--- config.mk ---
export PLATFORM = sky130hd
export DESIGN_NAME = alu_sched
export DESIGN_NICKNAME = d
export VERILOG_FILES = /design/src/rtl/alu_sched.sv
export SDC_FILE = /design/constraint.sdc
export NUM_CORES = 1
export LEC_CHECK = 0
export ABC_CLOCK_PERIOD_IN_PS = 3700
export CORE_ASPECT_RATIO = 0.5
export CORE_MARGIN = 10
export CORE_UTILIZATION = 43
export CTS_CLUSTER_SIZE = 10
export DETAILED_ROUTE_END_ITERATION = 12
export PLACE_DENSITY = 0.85
export SLEW_MARGIN = 20
export SYNTH_ARGS = -nofsm -noshare
export SYNTH_HDL_FRONTEND = slang
export SYNTH_SLANG_ARGS = --single-unit
export TNS_END_PERCENT = 5
--- constraint.sdc ---
create_clock -name clk -period 3.7 [get_ports clk]
set_input_delay 0.37 -clock clk [delete_from_list [all_inputs] [get_ports clk]]
set_output_delay 0.37 -clock clk [all_outputs]
set_load 0.02 [all_outputs]
--- src/rtl/alu_sched.sv ---
// Round-robin scheduler sharing one 4-bit combinational ALU between two requesters.
// Optional build macro ALU_SCHED_LOCK_EN adds req_lock and a per-port lock owner.
module alu_sched (
    input  logic       clk,
    input  logic       reset_n,
    input  logic [1:0] req_valid,
    output logic [1:0] req_ready,
    input  logic [7:0] req_a,
    input  logic [7:0] req_b,
    input  logic [3:0] req_op,
    input  logic [1:0] req_arit,
`ifdef ALU_SCHED_LOCK_EN
    input  logic [1:0] req_lock,
`endif
    output logic [3:0] alu_a,
    output logic [3:0] alu_b,
    output logic [1:0] alu_op,
    output logic       alu_arit,
    input  logic [3:0] alu_r,
    input  logic       alu_zero,
    input  logic       alu_carry,
    input  logic       alu_sign,
    output logic       rsp_valid,
    input  logic       rsp_ready,
    output logic       rsp_id,
    output logic [3:0] rsp_r,
    output logic [2:0] rsp_flags
);

    localparam int unsigned DW  = 4;
    localparam int unsigned OPW = 2;

    typedef enum logic [1:0] {
        IDLE = 2'd0,
        EXEC = 2'd1,
        RESP = 2'd2
    } state_t;

    typedef struct packed {
        logic [DW-1:0]  a;
        logic [DW-1:0]  b;
        logic [OPW-1:0] op;
        logic           arit;
    } alu_cmd_t;

    state_t   state_q, state_d;
    alu_cmd_t cmd_q, cmd_c;
    logic     ptr_q;
    logic     id_q;
    logic     win_c;
    logic [1:0] grant_c;
    logic     accept_c;
    logic     done_c;

`ifdef ALU_SCHED_LOCK_EN
    logic lock_vld_q;
    logic lock_id_q;
    logic op_lock_q;
`endif

    // Winner selection: lone requester wins, otherwise the favoured port; a lock overrides.
    always_comb begin
        grant_c = '0;
        case (req_valid)
            2'b01:   win_c = 1'b0;
            2'b10:   win_c = 1'b1;
            default: win_c = ptr_q;
        endcase
`ifdef ALU_SCHED_LOCK_EN
        if (lock_vld_q) win_c = lock_id_q;
`endif
        if (req_valid[win_c]) grant_c[win_c] = 1'b1;
    end

    always_comb begin
        if (win_c) cmd_c = '{a: req_a[7:4], b: req_b[7:4], op: req_op[3:2], arit: req_arit[1]};
        else       cmd_c = '{a: req_a[3:0], b: req_b[3:0], op: req_op[1:0], arit: req_arit[0]};
    end

    always_ff @(posedge clk or negedge reset_n) begin
        if (!reset_n) state_q <= IDLE;
        else          state_q <= state_d;
    end

    // Next state and handshake; ready is suppressed while reset is asserted.
    always_comb begin
        state_d   = state_q;
        req_ready = '0;
        case (state_q)
            IDLE: begin
                req_ready = grant_c & {2{reset_n}};
                if (|req_ready) state_d = EXEC;
            end
            EXEC:    state_d = RESP;
            RESP:    if (rsp_ready) state_d = IDLE;
            default: state_d = IDLE;
        endcase
    end

    assign accept_c = (state_q == IDLE) && (|(req_valid & req_ready));
    assign done_c   = (state_q == RESP) && rsp_ready;

    always_ff @(posedge clk or negedge reset_n) begin
        if (!reset_n) begin
            cmd_q     <= '0;
            id_q      <= 1'b0;
            ptr_q     <= 1'b0;
            rsp_valid <= 1'b0;
            rsp_id    <= 1'b0;
            rsp_r     <= '0;
            rsp_flags <= '0;
        end else begin
            if (accept_c) begin
                cmd_q <= cmd_c;
                id_q  <= win_c;
            end
            if (state_q == EXEC) begin
                rsp_r     <= alu_r;
                rsp_flags <= {alu_zero, alu_carry, alu_sign};
                rsp_id    <= id_q;
                rsp_valid <= 1'b1;
            end
            if (done_c) begin
                rsp_valid <= 1'b0;
`ifdef ALU_SCHED_LOCK_EN
                if (!op_lock_q) ptr_q <= ~id_q;
`else
                ptr_q <= ~id_q;
`endif
            end
        end
    end

`ifdef ALU_SCHED_LOCK_EN
    // Lock owner is taken by a locked accept and released by that owner's next unlocked completion.
    always_ff @(posedge clk or negedge reset_n) begin
        if (!reset_n) begin
            lock_vld_q <= 1'b0;
            lock_id_q  <= 1'b0;
            op_lock_q  <= 1'b0;
        end else begin
            if (accept_c) begin
                op_lock_q <= req_lock[win_c];
                if (req_lock[win_c]) begin
                    lock_vld_q <= 1'b1;
                    lock_id_q  <= win_c;
                end
            end
            if (done_c && !op_lock_q) lock_vld_q <= 1'b0;
        end
    end
`endif

    assign alu_a    = cmd_q.a;
    assign alu_b    = cmd_q.b;
    assign alu_op   = cmd_q.op;
    assign alu_arit = cmd_q.arit;

endmodule

==> images/closeup.png <==
Bar = 10 µm. Region (34, 5) to (59, 30) µm. Cells in gray, sequential cells in the stronger gray; small squares are vias.
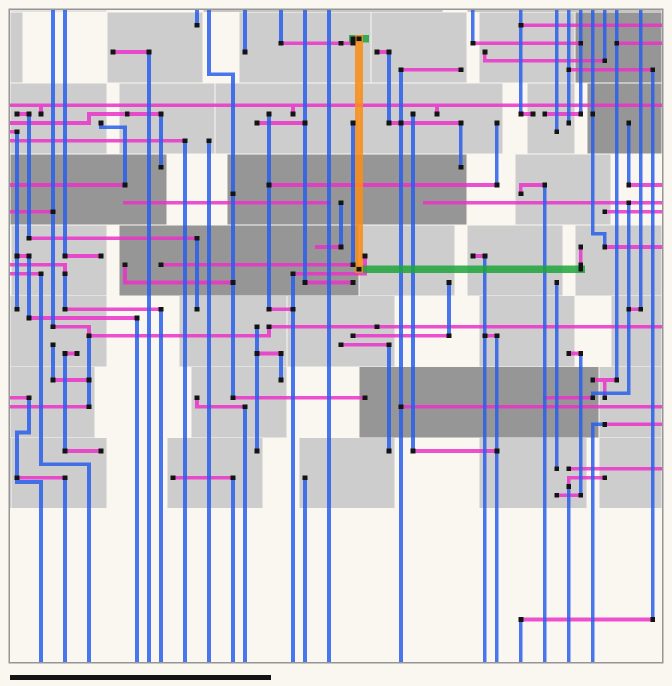
layer	color
M4	orange
M2	blue
M3	green
M1	magenta
netlist names of flops here include	`alu_a` (2), `alu_b` (2)
sequential cells in the window	4
cells with their middle in the window	30
most frequent	clkdlybuf4s50_1 (16), dfrtp_1 (4)

==> images/placed.png <==
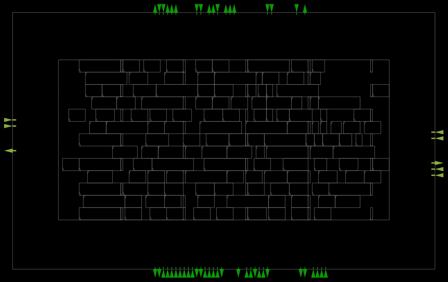
Final Util: 70.1%
n_taps: 37
# rows: 13
sequential share of cell area: 33.1%
Filler cells: 182

==> images/clock_wires.png <==
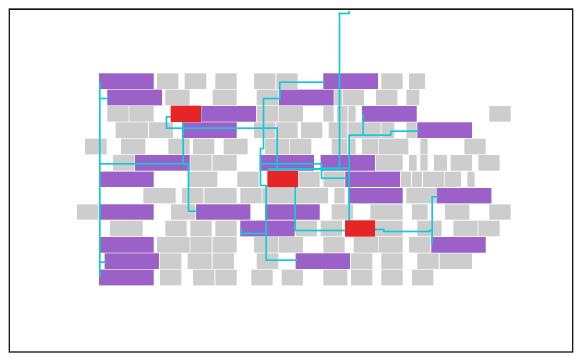
[clock-net drivers] red | count: 3
[clock wires] cyan | length: 287 µm
[flip-flops] purple | count: 24
routed clock nets	4
Clk. pwr: 0.000175 W
Insertion Delay late pin: 270 ps

==> run_results.csv <==
group,metric,value,unit
layout,regArea,601,µm²
clock_network,cts_resized,0,
sta,final-hold-violation-count,0,
yosys,ys_types,22,
die,core,0.00259,mm²
clock_network,cts_buffers,3,
grt,grt_pass1_wl,5090,µm
sta,finClkSkew,13.2,ps
grt,antenna_found_initial,0,
layout,final_cell_mix,"55 x clkdlybuf4s50_1, 24 x dfrtp_1, 19 x mux2_2",
yosys,ys_area,0.00116,mm²
grt,grt_busiest_layer,"met2",
drt,first_pass_iters,4,
grt,use_met3,3.58,%
sta,hold_ws,500,ps
clock_network,postCtsHoldBufs,0,
setup_path,cp_top_family,"buffers and inverters",
yosys,netlist_instances,81,
sta,slew_headroom,70.4,%
drt,wl_per_cell,17.7,µm
drt,vias_per_cell,4.72,
sta,rsz0062_at_grt,"no",
power,max-vdd-ir-drop,0.384,mV
layout,largestClassByArea,"sequential cells",
yosys,synth.largest_area_cell,"dfrtp_1",
power,combPwrFrac,52.4,%
sta,setup_viol,0,
drt,wl_met3,113,µm
clock_network,clk_path_buf_depth,2,
yosys,yosysTopAreaCellShare,51.9,%
setup_path,reg2reg_depth,4,
yosys,synth-seq-cells,24,
layout,clock_area_share,3.04,%
setup_path,crit_fanout,4,
layout,clockBufferCount,4,
clock_network,htreeDepth,1,
run,maxCapViolCount,0,
sta,tightest_slew,435,ps
power,seq_cell_power,0.000464,W
hold_path,hold_path.class,"primary input to asynchronous set/reset pin",
run,warning_count,27,
layout,antenna_cells,0,
grt,grt_util_met1,11.9,%
layout,comb_cells,50,
sta,fin_ws,745,ps
drt,wl_met1,1160,µm
outcome,status,"completed",
die,die_width,93.4,µm
clock_network,clkTransAtPathRegs,90,ps
yosys,xor_share,0,%
die,num_io_pins,56,
drt,drc_errors,0,
power,powerComb,0.000703,W
place,port_buffers,55,
yosys,top_cells_by_area,"dfrtp_1 52%, mux2_2 18%, mux2_4 13%",
layout,postLayoutCellArea,0.00181,mm²
power,p_clk_share,13.0,%
drt,highest_layer,"met4",
power,p_int,0.000883,W
setup_path,crit_type,"primary input to primary output",
place,dp_hpwl,2520,µm
setup_path,cp-start-kind,"primary input",
drt,vias,836,
place,dp_cells,173,
setup_path,crit_arrival,2590,ps
place,dpl_worst_slack,757,ps
yosys,netlist_area,0.00116,mm²
setup_path,slowest_delay,620,ps
layout,drive_above_1_share,29.3,%
setup_path,cp-end-kind,"primary output",
Power and IR drop assume default switching activity.
